## src/rtl/hangman_pkg.sv

```systemverilog
// Shared constants and types for the hangman game engine.
//   Status encoding reported on game_output, ASCII range limits used by the
//   letter decoder, and common widths.
package hangman_pkg;

    localparam int unsigned NUM_LETTERS  = 26;
    localparam int unsigned LETTER_IDX_W = 5;
    localparam int unsigned CNT_W        = 3;
    localparam int unsigned STATUS_W     = 2;
    localparam int unsigned ASCII_W      = 7;

    localparam logic [ASCII_W-1:0] ASCII_LOWER_A = 7'h61;
    localparam logic [ASCII_W-1:0] ASCII_LOWER_Z = 7'h7A;
    localparam logic [ASCII_W-1:0] ASCII_UPPER_A = 7'h41;
    localparam logic [ASCII_W-1:0] ASCII_UPPER_Z = 7'h5A;

    // Game status; value 3 is never produced.
    typedef enum logic [STATUS_W-1:0] {
        ST_PLAY = 2'd0,
        ST_LOSE = 2'd1,
        ST_WIN  = 2'd2
    } status_t;

endpackage

```

## src/rtl/hangman_letter_decode.sv

```systemverilog
// Combinational ASCII letter decoder with case folding.
//   ascii : 7-bit ASCII code of the guess
//   index : 0..25 letter index ('a'/'A' = 0), meaningful only when valid
//   valid : high for 'a'..'z' or 'A'..'Z'
module hangman_letter_decode
    import hangman_pkg::*;
(
    input  logic [ASCII_W-1:0]      ascii,
    output logic [LETTER_IDX_W-1:0] index,
    output logic                    valid
);

    logic is_lower;
    logic is_upper;

    assign is_lower = (ascii >= ASCII_LOWER_A) && (ascii <= ASCII_LOWER_Z);
    assign is_upper = (ascii >= ASCII_UPPER_A) && (ascii <= ASCII_UPPER_Z);
    assign valid    = is_lower || is_upper;

    // Fold both cases onto the same index; non-letters yield index 0.
    always_comb begin
        index = '0;
        if (is_lower) begin
            index = LETTER_IDX_W'(ascii - ASCII_LOWER_A);
        end else if (is_upper) begin
            index = LETTER_IDX_W'(ascii - ASCII_UPPER_A);
        end
    end

endmodule

```

## src/rtl/hangman_game.sv

```systemverilog
// Single-player hangman engine: one letter guess per clock against a fixed word.
//   clk           : clock, all state changes on rising edge
//   rst           : synchronous active-low reset
//   letter        : ASCII guess, sampled every rising edge
//   wrong_guesses : distinct wrong letters this game (registered)
//   game_output   : 0 = PLAY, 1 = LOSE, 2 = WIN (registered)
module hangman_game
    import hangman_pkg::*;
#(
    parameter int unsigned              WORD_LEN  = 4,
    parameter logic [8*WORD_LEN-1:0]    WORD      = "salt",
    parameter int unsigned              MAX_WRONG = 6
) (
    input  logic                clk,
    input  logic                rst,
    input  logic [ASCII_W-1:0]  letter,
    output logic [CNT_W-1:0]    wrong_guesses,
    output logic [STATUS_W-1:0] game_output
);

    localparam logic [7:0] CHAR_BASE = 8'({1'b0, ASCII_LOWER_A});

    logic [NUM_LETTERS-1:0]  guessed_q;
    logic [NUM_LETTERS-1:0]  guessed_upd;
    logic [CNT_W-1:0]        wrong_q;
    logic [CNT_W-1:0]        wrong_d;
    status_t                 status_q;
    status_t                 status_d;

    logic [LETTER_IDX_W-1:0] idx;
    logic                    idx_valid;
    logic                    guess_new;
    logic                    in_word;
    logic [WORD_LEN-1:0]     char_hit;
    logic [WORD_LEN-1:0]     char_done;

    hangman_letter_decode u_decode (
        .ascii (letter),
        .index (idx),
        .valid (idx_valid)
    );

    // A guess only counts while playing and the first time a letter is seen.
    assign guess_new   = idx_valid && !guessed_q[idx] && (status_q == ST_PLAY);
    assign guessed_upd = guessed_q
                       | (guess_new ? (NUM_LETTERS'(1) << idx) : '0);

    // Per-character membership and completion against the updated mask.
    for (genvar i = 0; i < WORD_LEN; i++) begin : g_char
        localparam logic [7:0]              CH = WORD[8*(WORD_LEN-1-i) +: 8];
        localparam logic [LETTER_IDX_W-1:0] CI = LETTER_IDX_W'(CH - CHAR_BASE);
        assign char_hit[i]  = (idx == CI);
        assign char_done[i] = guessed_upd[CI];
    end

    assign in_word = |char_hit;

    // State register.
    always_ff @(posedge clk) begin
        if (!rst) begin
            guessed_q <= '0;
            wrong_q   <= '0;
            status_q  <= ST_PLAY;
        end else begin
            guessed_q <= guessed_upd;
            wrong_q   <= wrong_d;
            status_q  <= status_d;
        end
    end

    // Next-state: score a fresh guess; WIN/LOSE are absorbing.
    always_comb begin
        wrong_d  = wrong_q;
        status_d = status_q;
        case (status_q)
            ST_PLAY: begin
                if (guess_new) begin
                    if (!in_word) begin
                        wrong_d = wrong_q + CNT_W'(1);
                    end
                    if (&char_done) begin
                        status_d = ST_WIN;
                    end else if (wrong_d == CNT_W'(MAX_WRONG)) begin
                        status_d = ST_LOSE;
                    end
                end
            end
            default: begin
                status_d = status_q;
            end
        endcase
    end

    assign wrong_guesses = wrong_q;
    assign game_output   = status_q;

endmodule

```

## config.mk

```make
export PLATFORM = sky130hd
export DESIGN_NAME = hangman_game
export DESIGN_NICKNAME = d
export VERILOG_FILES = /design/src/rtl/hangman_pkg.sv /design/src/rtl/hangman_letter_decode.sv /design/src/rtl/hangman_game.sv
export SDC_FILE = /design/constraint.sdc
export NUM_CORES = 1
export LEC_CHECK = 0
export CORE_UTILIZATION = 36
export DETAILED_ROUTE_END_ITERATION = 16
export HOLD_SLACK_MARGIN = 0.08
export PLACE_DENSITY = 0.53
export SYNTH_ARGS = -nofsm -noshare
export SYNTH_HDL_FRONTEND = slang
export SYNTH_SLANG_ARGS = --single-unit
```

## constraint.sdc

```tcl
create_clock -name clk -period 8.25 [get_ports clk]
set_clock_uncertainty 0.1 [all_clocks]
set_input_delay 2.475 -clock clk [delete_from_list [all_inputs] [get_ports clk]]
set_output_delay 2.475 -clock clk [all_outputs]
set_load 0.05 [all_outputs]
```

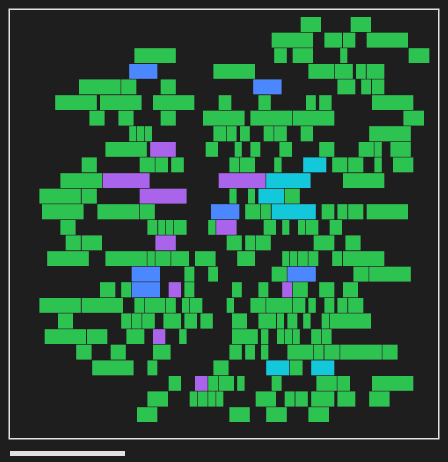
Figure 1: run 1, cells by drive strength.
Scale bar: 20 um.
| colour | size | cells | share |
|---|---|---|---|
| cyan | _3 and _4 cells | 6 | 2.6% |
| purple | _2 cells | 10 | 4.4% |
| green | _0 and _1 cells | 205 | 90% |
| blue | _6 and larger | 6 | 2.6% |

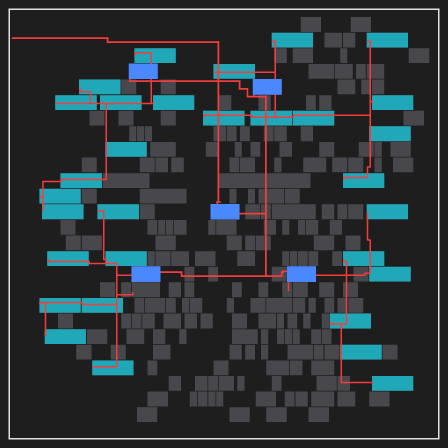
Figure 2: run 1, clock distribution.
[cyan] flip-flops | count: 31
[blue] clock drivers | count: 5
[red] clock wires | length: 447 um
routed clock nets: 6

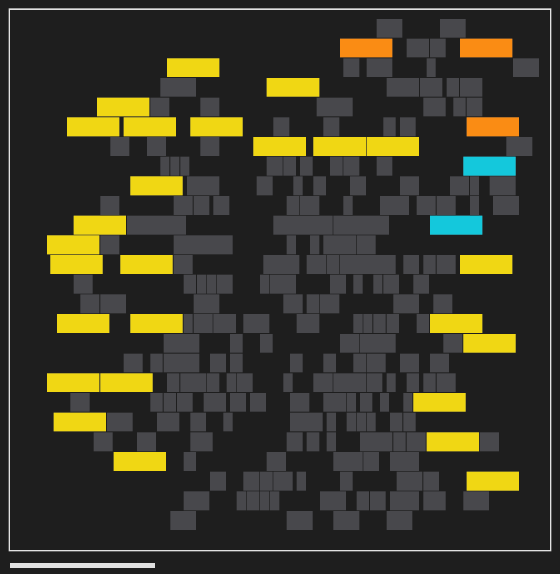
Figure 3: run 1, register map, names as in the netlist.
Scale bar: 20 um. Other cells in grey.
| colour | signal | placed flops |
|---|---|---|
| yellow | `guessed_q` | 26 |
| cyan | `game_output` | 2 |
| orange | `wrong_guesses` | 3 |
Sequential Area: 620.6 um2
final core utilization: 41.94%
sequential share of cell area: 28.97%
seq pwr: 154 uW

[run 1: through the flow]
stage	cell area, um2	utilization, %	hold WS, ns
floorplan	1898	-	0.3351
global placement	2054	40.23	0.3462
detailed placement	2054	40.23	0.3519
CTS	2142	41.94	0.3670
global route	2142	41.94	0.3826
finish	2142	41.94	0.3634
[run 1: power breakdown]
group / internal, uW / switching (uW)
clock network: 65.3 / 54.4
logic: 21.0 / 39.0
registers: 152 / 2.15
[run 1: registers in the layout, summed over array words and instances, names as in the netlist]
signal,cells
game_output,2
guessed_q,26
wrong_guesses,3
[run 1: logic make-up after synthesis]
logic type                 Yosys count  synth area share, %
DFF                                 31                32.70
buffers and inverters               14                4.020
AOI/OAI and AO/OA                   60                22.68
xor gates and xnor gates             5                2.308
muxes                                7                5.669
and+or+nand+nor                     96                29.99
adders and majority gates            4                2.637
[run 1: placed cells by master (no fill, tap or decap), drive strengths merged, types with 2 or more instances in the layout]
cell / n
a211oi: 4
a21oi: 7
a31oi: 3
and2: 4
and3: 2
clkbuf: 6
clkdlybuf4s50: 13
dfxtp: 31
ha: 4
inv: 4
mux2i: 4
mux4: 3
nand2: 15
nand2b: 2
nand3: 10
nand4: 2
nor2: 16
nor2b: 10
nor3: 16
nor3b: 2
nor4: 6
o211ai: 2
o21a: 23
o21ai: 6
o31ai: 3
or2: 3
or3: 2
or4: 3
xnor2: 2
xor2: 3
[run 1: path summary, 6_finish.rpt]
path                      start           end
hold / removal     guessed_q[5]  guessed_q[5]
setup reg to reg  guessed_q[20]  guessed_q[7]
hold reg to reg    guessed_q[5]  guessed_q[5]
setup / recovery      letter[0]  guessed_q[7]
[run 1: worst max-delay path, stage by stage]
cell             delay, ns
clkdlybuf4s50_1       1.01
inv_1                 0.21
ha_1                  0.66
inv_1                 0.23
o2111a_1              0.25
a311o_1               0.38
o211a_1               0.13
o21ai_1               0.35
nand2_4               0.21
nor4_1                0.33
o21a_1                0.16
[run 1: layer usage]
| metal | vias up | routed length, um | global-route usage [%] |
|---|---|---|---|
| met4 | 0 | 59 | 5.660 |
| met5 | - | 0 | 0 |
| met3 | 5 | 241 | 5.221 |
| met1 | 764 | 2259 | 24.90 |
| li1 | 826 | - | - |
| met2 | 37 | 2055 | 28.73 |
[run 1: layout make-up]
type | count | area (um2)
Clock inverter | 1 | 5.005
Fill cell | 522 | 2965
Timing Repair Buffer | 13 | 130.1
Clock buffer | 6 | 82.58
Multi-Input combinational cell | 172 | 1201
Inverter | 4 | 15.01
Sequential cell | 31 | 620.6
Tap cell | 70 | 87.58
==> out/qor.yml, run 1 <==
cts-resized-gates: 0
avgRoutedWirePerCell_um: 15.54
dp_slack_ns: 1.648
antennaDiodeCount: 0
slew_viol_final: 0
io_pins: 14
fin_ws_ns: 1.950
ff_type: "dfxtp_1"
htree_levels: 2
layout-drive-gt1-share_pct: 9.692
p_leak_uw: 0.0007439
rsz0062_at_grt: "false"
min_period_over_period_pct: 76.37
grt_pass1_vias: 1551
top_cells_by_area: "dfxtp_1, o21a_1, nor3_1, mux4_2, nor2b_1"
min_period_ns: 6.300
viasPerCell: 5.495
antenna_left: 0
dieArea_um2: 5567
globalplace.congestion: 0.8298
tool_warnings: 28
top_cell: "dfxtp_1"
slew_headroom_pct: 32.41
fp_util_pct: 37.16
cp_data_required_time_ns: 8.38
syn_inst: 217
hold_depth: 1
async_flop_share_pct: 0
ctsHoldBuffers: 0
peakVddDrop_mv: 0.06010
wl_um: 4615
top_cell_area_share_pct: 32.70
drc: 0
ys_ff: 31
grt-ovfl-total: 0
p_total_uw: 334.2
synth-seq-area-share_pct: 32.70
syn_area_um2: 1898
clk_path_buf_depth: 2
postCtsSetupRepairBufs: 0
worst_setup_path_end_kind: "register"
reg2reg_depth: 7
edf_count: 0
setup_viol: 0
nets: 240
synth.distinct_cells: 53
tightest_slew_ns: 1.011
power.density_nw_per_um2: 156.0
dp_hpwl_um: 3464
antenna_found_initial: 0
fp.dieH_um: 74.61
cts_tree: "yes"
grt_usage_pct: 18.48
cts_root_buf: "clkbuf_8"
status: "completed"
first_iter_violations: 129
worstPathArrival_ns: 6.43
common_cells: "dfxtp_1, o21a_1, nor2_1"
drt_pass1_iterations: 4
avgSynthCellArea_um2: 8.747
clock-sinks: 31
setup_tns_ns: 0
syn_to_final_growth_pct: 12.85
critPathMaxFanout: 22
reg2reg_slack_ns: 5.94
dpl.cell_count: 290
die_x_um: 74.61
critPathKind: "primary input to register"
yosys_area_um2: 1898
clk_pin_slew_worst_paths_ns: 0.06
grt_max_degree: 33
drv_cap: 0
ys_cells: 217
cts_made_buffers: 5
synth_warnings: 0
fmax_ghz: 0.1587
vias: 1632
final_cells: 297
coreArea_um2: 5107
hold_viol: 0
synthesis.nets: 230
critPathLaunchType: "primary input"
numPortBuffers: 13
insertion_delay_ns: 0.28
num_rows: 26
grt_pass1_wl_um: 7569
Figure 4. Cell placement (run 1).
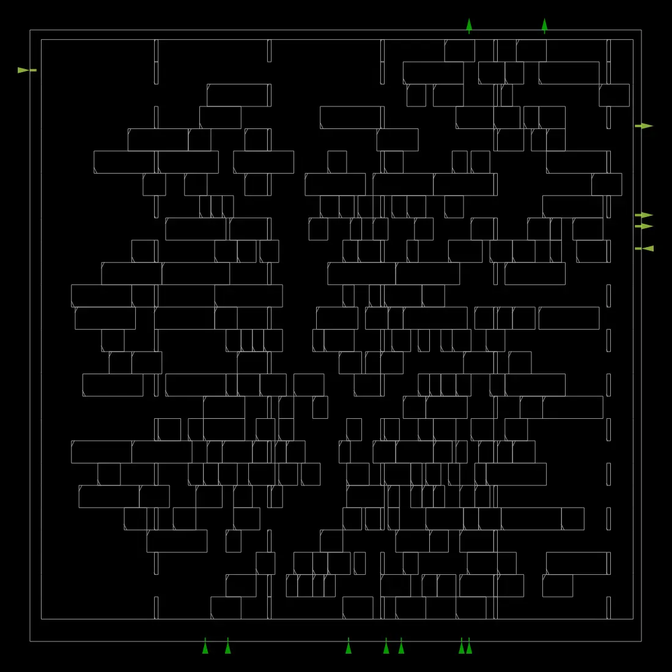

==> run 2, diff against run 1 <==
- PLACE_DENSITY: 0.53 -> 0.55
- clock period: 8.25 -> 5.6 ns (I/O delays scaled with it)
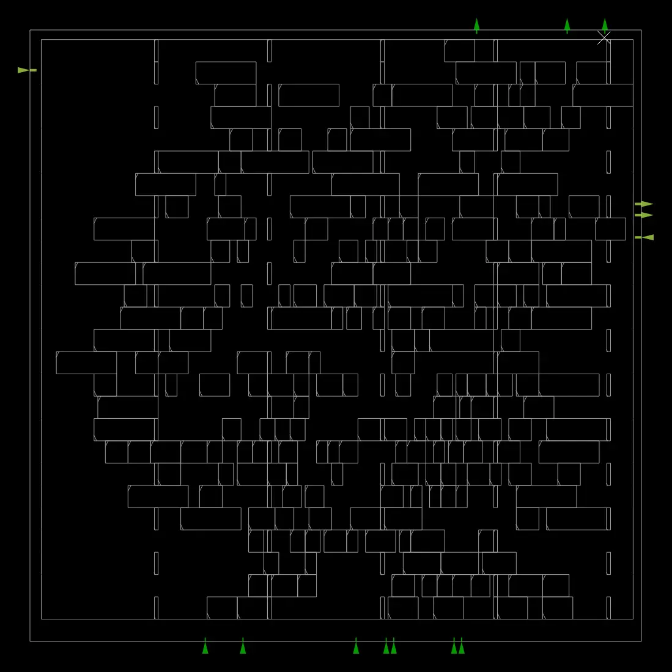
Figure 5: run 2, cell placement.
Seq cells: 31
fillers: 546
non-filler instance count after layout: 302
n_taps: 70
final core utilization: 42.77%

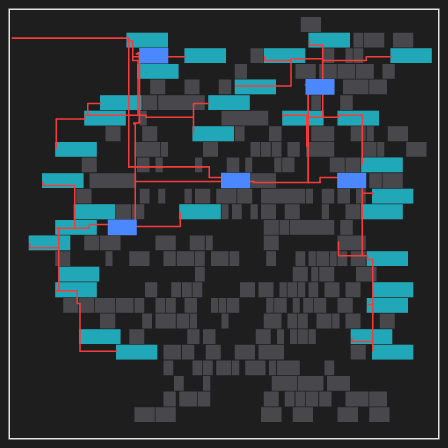
Figure 6: run 2, clock distribution.
[blue] clock drivers | count: 5
[cyan] flip-flops | count: 31
[red] clock wires | length: 423 um
routed clock nets: 6
flops lie: all over the die
clk pwr: 189 uW
Latency at later pin: 0.28 ns

==> run 2 against run 1 <==
Effect of this change: the run now ends with design-rule violations left; final cell count grew 1.7%; sequential power grew 47%; combinational power grew 53%; sequential cell count is the same; synthesized cell count is the same; sequential share of layout area shrank 0.56 points; via count grew 2.0%; global-route usage grew 0.23 points; critical path depth shrank 1; wire length shrank 0.76%; synthesized area is the same.
==> out/qor.yml, run 2 <==
slew_headroom_pct: 32.59  # was 32.41%
min_period_over_period_pct: 86.79
fp.dieH_um: 74.61  # unchanged
worstReg2RegStart: "guessed_q[20]"  # unchanged
io_pins: 14  # unchanged
dp_hpwl_um: 3434  # was 3464 um
p_leak_uw: 0.0007676  # was 0.0007439 uW
top_cells_by_area: "dfxtp_1, o21a_1, nor3_1, mux4_2, nor2b_1"  # unchanged
cts_root_buf: "clkbuf_8"  # unchanged
grt-ovfl-total: 0  # unchanged
fp_util_pct: 37.16  # unchanged
cpPeakStageDelay_ns: 0.61  # was 1.01 ns
fa_ha_area_share_pct: 2.637  # unchanged
aoi_share_pct: 22.68  # unchanged
layout-drive-gt1-share_pct: 11.21  # was 9.692%
drv_cap: 0  # unchanged
power_switching_uw: 138.4  # was 95.58 uW
ys_sh_mux_pct: 5.669  # unchanged
holdPathEnd: "guessed_q[4]"  # was guessed_q[5]
ctsHoldBuffers: 0  # unchanged
grt_pass1_wl_um: 7728  # was 7569 um
path_cells: "clkdlybuf4s50_1 -> or4_4 -> or3_4 -> and3_1 -> buf_4 -> and3b_4 -> nor4_4 -> nand2_4 -> nor4_1 -> o21a_1"  # was clkdlybuf4s50_1 -> inv_1 -> ha_1 -> inv_1 -> o2111a_1 -> a311o_1 -> o211a_1 -> o21ai_1 -> nand2_4 -> nor4_1 -> o21a_1
numPortBuffers: 13  # unchanged
xor_share_pct: 2.307  # unchanged
avgRoutedWirePerCell_um: 15.17  # was 15.54 um
synth_warnings: 0  # unchanged
slew_viol_final: 0  # unchanged
drt_pass1_iterations: 10  # was 4
p_int_uw: 369.6  # was 238.6 uW
clkPwrFrac_pct: 37.2  # was 35.8%
antenna_left: 0  # unchanged
coreArea_um2: 5107  # unchanged
clk_path_buf_depth: 2  # unchanged
vias: 1665  # was 1632
reg2reg_slack_ns: 3.23  # was 5.94 ns
cp_data_required_time_ns: 5.72  # was 8.38 ns
hold_depth: 1  # unchanged
reg2reg_depth: 7  # unchanged
largest_register: "guessed_q"  # unchanged
critPathLaunchType: "primary input"  # unchanged
hold_viol: 0  # unchanged
globalplace.congestion: 0.8453  # was 0.8298
violations: "design-rule violations"
setup_tns_ns: 0  # unchanged
drc: 1  # was 0
grt_pass1_vias: 1554  # was 1551
pwr-share-seq_pct: 44.8  # was 46.2%
worstPathArrival_ns: 4.98  # was 6.43 ns
min_period_ns: 4.860
avgSynthCellArea_um2: 8.747  # unchanged
fmax_ghz: 0.2057
crit_slowest_cell: "or4_4"  # was clkdlybuf4s50_1
tightest_slew_ns: 1.008  # was 1.011 ns
ys_top_logic_family: "simple AND/OR/NAND/NOR gates"  # unchanged
synthesis.nets: 230  # unchanged
reg2reg_to: "guessed_q[3]"  # was guessed_q[7]
critPathMaxFanout: 16  # was 22
cts-resized-gates: 0  # unchanged
syn_to_final_growth_pct: 15.10  # was 12.85%
worst_path_dominant_cell_family: "simple AND/OR/NAND/NOR gates"  # was buffers and inverters
htree_levels: 2  # unchanged
clk_pin_slew_worst_paths_ns: 0.06  # about the same
grt_usage_pct: 18.71  # was 18.48%
dieArea_um2: 5567  # unchanged
top_cell_area_share_pct: 32.70  # unchanged
lay_top_count: "dfxtp_1"  # unchanged
synth-seq-area-share_pct: 32.70  # unchanged
power.density_nw_per_um2: 232.6  # was 156.0 nW/um2
clock-sinks: 31  # unchanged
setup_viol: 0  # unchanged
critPathKind: "primary input to register"  # unchanged
postLayoutCellArea_um2: 2185  # was 2142 um2
die_x_um: 74.61  # unchanged
viasPerCell: 5.513  # was 5.495
wl_um: 4580  # was 4615 um
ys_ff: 31  # unchanged
status: "finished, violations left"  # was completed
edf_count: 0  # unchanged
ff_type: "dfxtp_1"  # unchanged
p_sw_share_pct: 27.25  # was 28.60%
cts_made_buffers: 5  # unchanged
worst_setup_path_end_kind: "register"  # unchanged
==> run 2: netlist changes by cell type in the layout (fill, tap and decap cells not counted) <==
cell      change
clkinv_2      -1
buf_4         +4
clkbuf_8      +1
clkbuf_1      +1
==> run 2: stage by stage <==
step	total power, uW	worst slack (ns)	instances	hold WS, ns
after floorplan	297.5	0.9020	217	0.3351
after global placement	323.5	0.5107	294	0.3460
after detailed placement	322.9	0.4953	294	0.3515
after CTS	516.5	0.7894	302	0.3664
after global routing	535.5	0.4478	302	0.3781
final	508.0	0.7397	302	0.3624
==> run 2: worst reg2reg max path: cells and delay by family, from the launching register on <==
family | cells | cell delay, ns
and+or+nand+nor | 4 | 1.13
muxes | 1 | 0.47
DFF | 1 | 0.31
AOI/OAI and AO/OA | 2 | 0.30
==> run 2: final cells by class <==
cell class / instances / area (um2) / share of cell area [%]
Multi-Input combinational cell: 172 / 1201 / 54.98
Clock buffer: 8 / 100.1 / 4.582
Sequential cell: 31 / 620.6 / 28.41
Tap cell: 70 / 87.58 / 4.009
Inverter: 4 / 15.01 / 0.6873
Timing Repair Buffer: 17 / 160.2 / 7.331
==> run 2: kinds of logic (layout without fill, tap and decap cells) <==
| logic type | count (synthesis) | count (layout) |
|---|---|---|
| simple gates | 96 | 96 |
| flops | 31 | 31 |
| xor+xnor | 5 | 5 |
| buf+inv | 14 | 29 |
| compound gates | 60 | 60 |
| fa+ha+maj | 4 | 4 |
| mux | 7 | 7 |
==> run 2: power by group through the flow <==
stage          Combinational [uW]  Sequential (uW)  Clock (uW)
6_report                     91.5              227         189
5_1_grt                      99.8              228         208
4_1_cts                      91.1              227         198
3_5_place_dp                 90.6              232           0
3_3_place_gp                 91.3              232           0
2_1_floorplan                63.2              234           0
==> run 2: worst max-delay path by stage <==
stage	start	slack [ns]	to
after floorplan	letter[0]	0.90	game_output[1]
after global placement	letter[3]	0.51	guessed_q[3]
after detailed placement	letter[3]	0.50	guessed_q[3]
after CTS	letter[3]	0.79	guessed_q[3]
after global routing	letter[0]	0.45	game_output[0]
final	letter[3]	0.74	guessed_q[3]
==> run 2: per-layer routing <==
| layer | up-vias | share of wire (%) | GRT usage [%] | wire (um) |
|---|---|---|---|---|
| li1 | 836 | - | - | - |
| met1 | 778 | 47 | 25.89 | 2170 |
| met2 | 45 | 45 | 28.93 | 2076 |
| met3 | 6 | 6.2 | 4.418 | 282 |
| met4 | 0 | 1.1 | 5.660 | 51 |
| met5 | - | 0 | 0 | 0 |
Power is estimated from default activity; no workload was simulated.
